File: config.mk
export PLATFORM = sky130hd
export DESIGN_NAME = seq_alu
export DESIGN_NICKNAME = d
export VERILOG_FILES = /design/src/rtl/seq_alu.sv
export SDC_FILE = /design/constraint.sdc
export NUM_CORES = 1
export LEC_CHECK = 0
export CORE_UTILIZATION = 40
export DETAILED_ROUTE_END_ITERATION = 10
export GPL_TIMING_DRIVEN = 1
export PLACE_DENSITY = 0.57
export SLEW_MARGIN = 10
export SYNTH_ARGS = -nofsm -noshare
export SYNTH_HDL_FRONTEND = slang
export SYNTH_SLANG_ARGS = --single-unit
File: constraint.sdc
create_clock -name clk -period 5.1 [get_ports clk]
set_input_delay 1.275 -clock clk [delete_from_list [all_inputs] [get_ports clk]]
set_output_delay 1.275 -clock clk [all_outputs]
set_load 0.005 [all_outputs]
File: src/rtl/seq_alu.sv
// seq_alu: multi-cycle ALU with a valid/ready handshake on both sides.
//
// Ports:
//   clk, rst_n            - rising-edge clock, asynchronous active-low reset
//   in_valid / in_ready   - operation offer / accept (accept only in IDLE)
//   A, B, Cin, opcode     - operands, carry-in (ADD only), operation select
//   out_valid / out_ready - result offer / consumer take (offer only in DONE)
//   Result, Z, N, C, V    - registered result and flags, held until transfer
//   illegal               - the completed opcode was undefined (1010-1111)
//
// ADD, SUB, the logic ops and illegal opcodes finish in one EXEC cycle.
// Shifts move one bit per EXEC cycle and take max(shamt,1) cycles.
// MUL is shift-add, one multiplier bit per cycle, and takes WIDTH cycles.
module seq_alu #(
    parameter int WIDTH = 32,
    parameter int SHW   = $clog2(WIDTH)
) (
    input  logic             clk,
    input  logic             rst_n,
    input  logic             in_valid,
    output logic             in_ready,
    input  logic [WIDTH-1:0] A,
    input  logic [WIDTH-1:0] B,
    input  logic             Cin,
    input  logic [3:0]       opcode,
    output logic             out_valid,
    input  logic             out_ready,
    output logic [WIDTH-1:0] Result,
    output logic             Z,
    output logic             N,
    output logic             C,
    output logic             V,
    output logic             illegal
);

    localparam int CNT_W = SHW + 1;

    localparam logic [3:0] OP_ADD = 4'b0000;
    localparam logic [3:0] OP_SUB = 4'b0001;
    localparam logic [3:0] OP_XOR = 4'b0010;
    localparam logic [3:0] OP_OR  = 4'b0011;
    localparam logic [3:0] OP_AND = 4'b0100;
    localparam logic [3:0] OP_NOR = 4'b0101;
    localparam logic [3:0] OP_SLL = 4'b0110;
    localparam logic [3:0] OP_SRL = 4'b0111;
    localparam logic [3:0] OP_SRA = 4'b1000;
    localparam logic [3:0] OP_MUL = 4'b1001;

    typedef enum logic [1:0] {
        S_IDLE = 2'd0,
        S_EXEC = 2'd1,
        S_DONE = 2'd2
    } state_t;

    state_t state, state_nxt;

    // Cleared by reset and set on the first edge afterwards, so in_ready
    // stays low while rst_n is asserted even though the state is IDLE.
    logic rdy_en;

    logic accept;

    // Operation latched at accept; the shift and MUL datapaths update these
    // in place during EXEC.
    logic [WIDTH-1:0] a_p0;
    logic [WIDTH-1:0] b_p0;
    logic [WIDTH-1:0] hi_p0;
    logic             cin_p0;
    logic [3:0]       op_p0;
    logic [CNT_W-1:0] cnt_p0;

    // Combinational EXEC results
    logic                    fin;
    logic [WIDTH-1:0]        res_nxt;
    logic                    c_nxt;
    logic                    v_nxt;
    logic                    ill_nxt;
    logic [WIDTH-1:0]        sh_val;
    logic                    sh_out;
    logic [WIDTH:0]          mul_sum;
    logic [WIDTH+1:0]        as_r;
    logic signed [WIDTH-1:0] a_s;

    // Returns {overflow, carry, sum} of x + y + ci. Overflow is the signed
    // rule: operand MSBs agree and the sum MSB differs from them.
    function automatic logic [WIDTH+1:0] addsub(input logic [WIDTH-1:0] x,
                                                input logic [WIDTH-1:0] y,
                                                input logic             ci);
        logic [WIDTH:0] s;
        logic           ov;
        s  = {1'b0, x} + {1'b0, y} + {{WIDTH{1'b0}}, ci};
        ov = (x[WIDTH-1] == y[WIDTH-1]) && (s[WIDTH-1] != x[WIDTH-1]);
        return {ov, s};
    endfunction

    assign accept = in_valid & in_ready;

    // ---------------- FSM: state register ----------------
    always_ff @(posedge clk or negedge rst_n) begin
        if (!rst_n) begin
            state  <= S_IDLE;
            rdy_en <= 1'b0;
        end else begin
            state  <= state_nxt;
            rdy_en <= 1'b1;
        end
    end

    // ---------------- FSM: next-state logic ----------------
    always_comb begin
        state_nxt = state;
        case (state)
            S_IDLE:  if (accept)    state_nxt = S_EXEC;
            S_EXEC:  if (fin)       state_nxt = S_DONE;
            S_DONE:  if (out_ready) state_nxt = S_IDLE;
            default: state_nxt = S_IDLE;
        endcase
    end

    // ---------------- FSM: outputs ----------------
    always_comb begin
        in_ready  = rdy_en && (state == S_IDLE);
        out_valid = (state == S_DONE);
    end

    // ---------------- EXEC datapath (combinational) ----------------
    always_comb begin
        a_s = a_p0;

        sh_val = a_p0;
        sh_out = 1'b0;
        case (op_p0)
            OP_SLL: begin
                sh_val = {a_p0[WIDTH-2:0], 1'b0};
                sh_out = a_p0[WIDTH-1];
            end
            OP_SRL: begin
                sh_val = {1'b0, a_p0[WIDTH-1:1]};
                sh_out = a_p0[0];
            end
            OP_SRA: begin
                sh_val = a_s >>> 1;
                sh_out = a_p0[0];
            end
            default: begin
                sh_val = a_p0;
                sh_out = 1'b0;
            end
        endcase

        // One shift-add step: the multiplier LSB selects whether A is added
        // into the running upper half.
        mul_sum = {1'b0, hi_p0} + (b_p0[0] ? {1'b0, a_p0} : {(WIDTH+1){1'b0}});

        as_r = addsub(a_p0, (op_p0 == OP_SUB) ? ~b_p0 : b_p0,
                      (op_p0 == OP_SUB) ? 1'b1 : cin_p0);

        fin     = 1'b0;
        res_nxt = '0;
        c_nxt   = 1'b0;
        v_nxt   = 1'b0;
        ill_nxt = 1'b0;
        case (op_p0)
            OP_ADD, OP_SUB: begin
                fin     = 1'b1;
                res_nxt = as_r[WIDTH-1:0];
                c_nxt   = as_r[WIDTH];
                v_nxt   = as_r[WIDTH+1];
            end
            OP_XOR: begin fin = 1'b1; res_nxt = a_p0 ^ b_p0;    end
            OP_OR:  begin fin = 1'b1; res_nxt = a_p0 | b_p0;    end
            OP_AND: begin fin = 1'b1; res_nxt = a_p0 & b_p0;    end
            OP_NOR: begin fin = 1'b1; res_nxt = ~(a_p0 | b_p0); end
            OP_SLL, OP_SRL, OP_SRA: begin
                // A zero shift amount still spends one cycle and returns A.
                fin = (cnt_p0 <= CNT_W'(1));
                if (cnt_p0 == '0) begin
                    res_nxt = a_p0;
                    c_nxt   = 1'b0;
                end else begin
                    res_nxt = sh_val;
                    c_nxt   = sh_out;
                end
            end
            OP_MUL: begin
                fin     = (cnt_p0 == CNT_W'(1));
                res_nxt = {mul_sum[0], b_p0[WIDTH-1:1]};
                c_nxt   = |mul_sum[WIDTH:1];
                v_nxt   = |mul_sum[WIDTH:1];
            end
            default: begin
                fin     = 1'b1;
                ill_nxt = 1'b1;
            end
        endcase
    end

    // ---------------- Operand registers ----------------
    always_ff @(posedge clk) begin
        if (accept) begin
            a_p0   <= A;
            b_p0   <= B;
            hi_p0  <= '0;
            cin_p0 <= Cin;
            op_p0  <= opcode;
        end else if (state == S_EXEC) begin
            if ((op_p0 == OP_SLL || op_p0 == OP_SRL || op_p0 == OP_SRA) &&
                (cnt_p0 != '0)) begin
                a_p0 <= sh_val;
            end
            if (op_p0 == OP_MUL) begin
                // {hi, b} shifts right as a pair; finished product bits
                // enter b from the top while multiplier bits leave at 0.
                hi_p0 <= mul_sum[WIDTH:1];
                b_p0  <= {mul_sum[0], b_p0[WIDTH-1:1]};
            end
        end
    end

    // Iteration counter: shift amount for shifts, WIDTH for MUL.
    always_ff @(posedge clk or negedge rst_n) begin
        if (!rst_n) begin
            cnt_p0 <= '0;
        end else if (accept) begin
            cnt_p0 <= (opcode == OP_MUL) ? CNT_W'(WIDTH) : {1'b0, B[SHW-1:0]};
        end else if ((state == S_EXEC) && (cnt_p0 != '0)) begin
            cnt_p0 <= cnt_p0 - CNT_W'(1);
        end
    end

    // ---------------- Result registers ----------------
    always_ff @(posedge clk or negedge rst_n) begin
        if (!rst_n) begin
            Result  <= '0;
            Z       <= 1'b0;
            N       <= 1'b0;
            C       <= 1'b0;
            V       <= 1'b0;
            illegal <= 1'b0;
        end else if ((state == S_EXEC) && fin) begin
            Result  <= res_nxt;
            Z       <= (res_nxt == '0);
            N       <= res_nxt[WIDTH-1];
            C       <= c_nxt;
            V       <= v_nxt;
            illegal <= ill_nxt;
        end
    end

endmodule

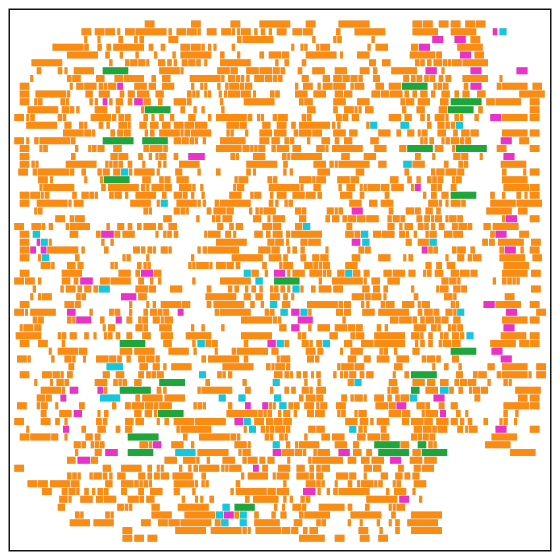
sizes.png
orange -> _0 and _1 cells  # cells 1665, share 92%
magenta -> _2 cells  # cells 66, share 3.7%
cyan -> _3 and _4 cells  # cells 48, share 2.7%
green -> _6 and larger  # cells 26, share 1.4%

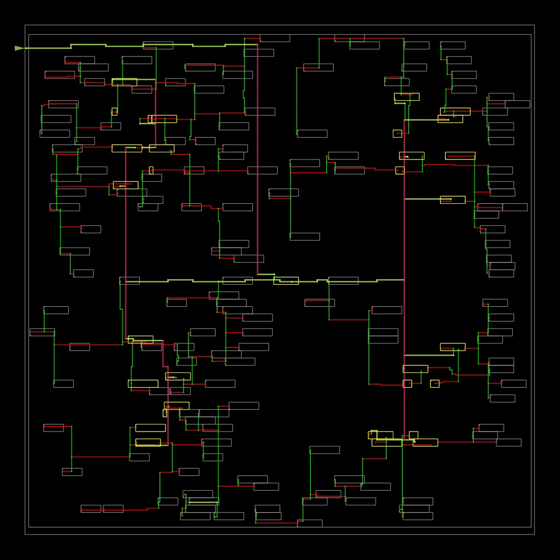
clocks.png
clk sinks: 146
Setup Skew: 16.3 ps

==> flow_metrics.tcl <==
# collected from the flow reports
set metrics [dict create \
    outcome "finished, final reports clean" \
    p_switching_uw 2430 \
    area_growth_pct 16.3 \
    power_frac_comb_pct 45.5 \
    taps 448 \
    powerClk_uw 1500 \
    period_used_pct 92.8 \
    hold_depth 2 \
    edf_count 69 \
    grt_overflow 0 \
    cp_max_fo 15 \
    drv_slew 0 \
    tightest_slew_ps 884 \
    worst-path-stages 13 \
    syn_inst 1726 \
    simple_gate_area_share_pct 17.2 \
    endpoint_kind "flop" \
    p_total_uw 6010 \
    use_met3_pct 5.79 \
    met2_usage_pct 42.9 \
    cp.required_ps 5420 \
    synth.cellmix.compoundShare_pct 28.3 \
    die_area_um2 35500 \
    synthTopCellsByCount "177 x o21ai_0, 170 x nand2_1, 144 x nor2_1" \
    power-top-group "combinational logic" \
    layout-drive-gt1-share_pct 7.76 \
    sequentialPowerShare_pct 29.5 \
    detail_route.wl_per_cell_um 23.5 \
    r2r-end "V" \
    comb_share_pct 57.3 \
    place_inst 2221 \
    final-clk-cell-share_pct 4.12 \
    slowest_stage "or4_1" \
    gp_congestion 0.940 \
    clk_pin_slew_worst_paths_ps 70 \
    timing_hold_violations_final 0 \
    cts_hold_buf 0 \
    arrival_ps 5050 \
    synth_nets 1931 \
    nClkBuffers 20 \
    wl_met2_mm 21.6 \
    worstHoldEndpoint "hi_p0[12]" \
    clk_latency_ps 470 \
    wl_met1_mm 25.8 \
    flop_area_um2 3840 \
    first_pass_iters 6 \
    synth.most_common_cell "o21ai_0" \
    top_usage_layer "met1" \
    yosysTopAreaCellShare_pct 14.9 \
    cts-root-buf "clkbuf_16" \
    r2r-start "b_p0[0]" \
    synth.avg_cell_area_um2 8.06 \
    ys_warn_count 0 \
    grt_use_met1_pct 45.3 \
    drv_cap 0 \
    pwr_density_cell_nw_per_um2 372 \
    tns_ps 0 \
    cts-resized-gates 0 \
]
Power is estimated from default activity; no workload was simulated.
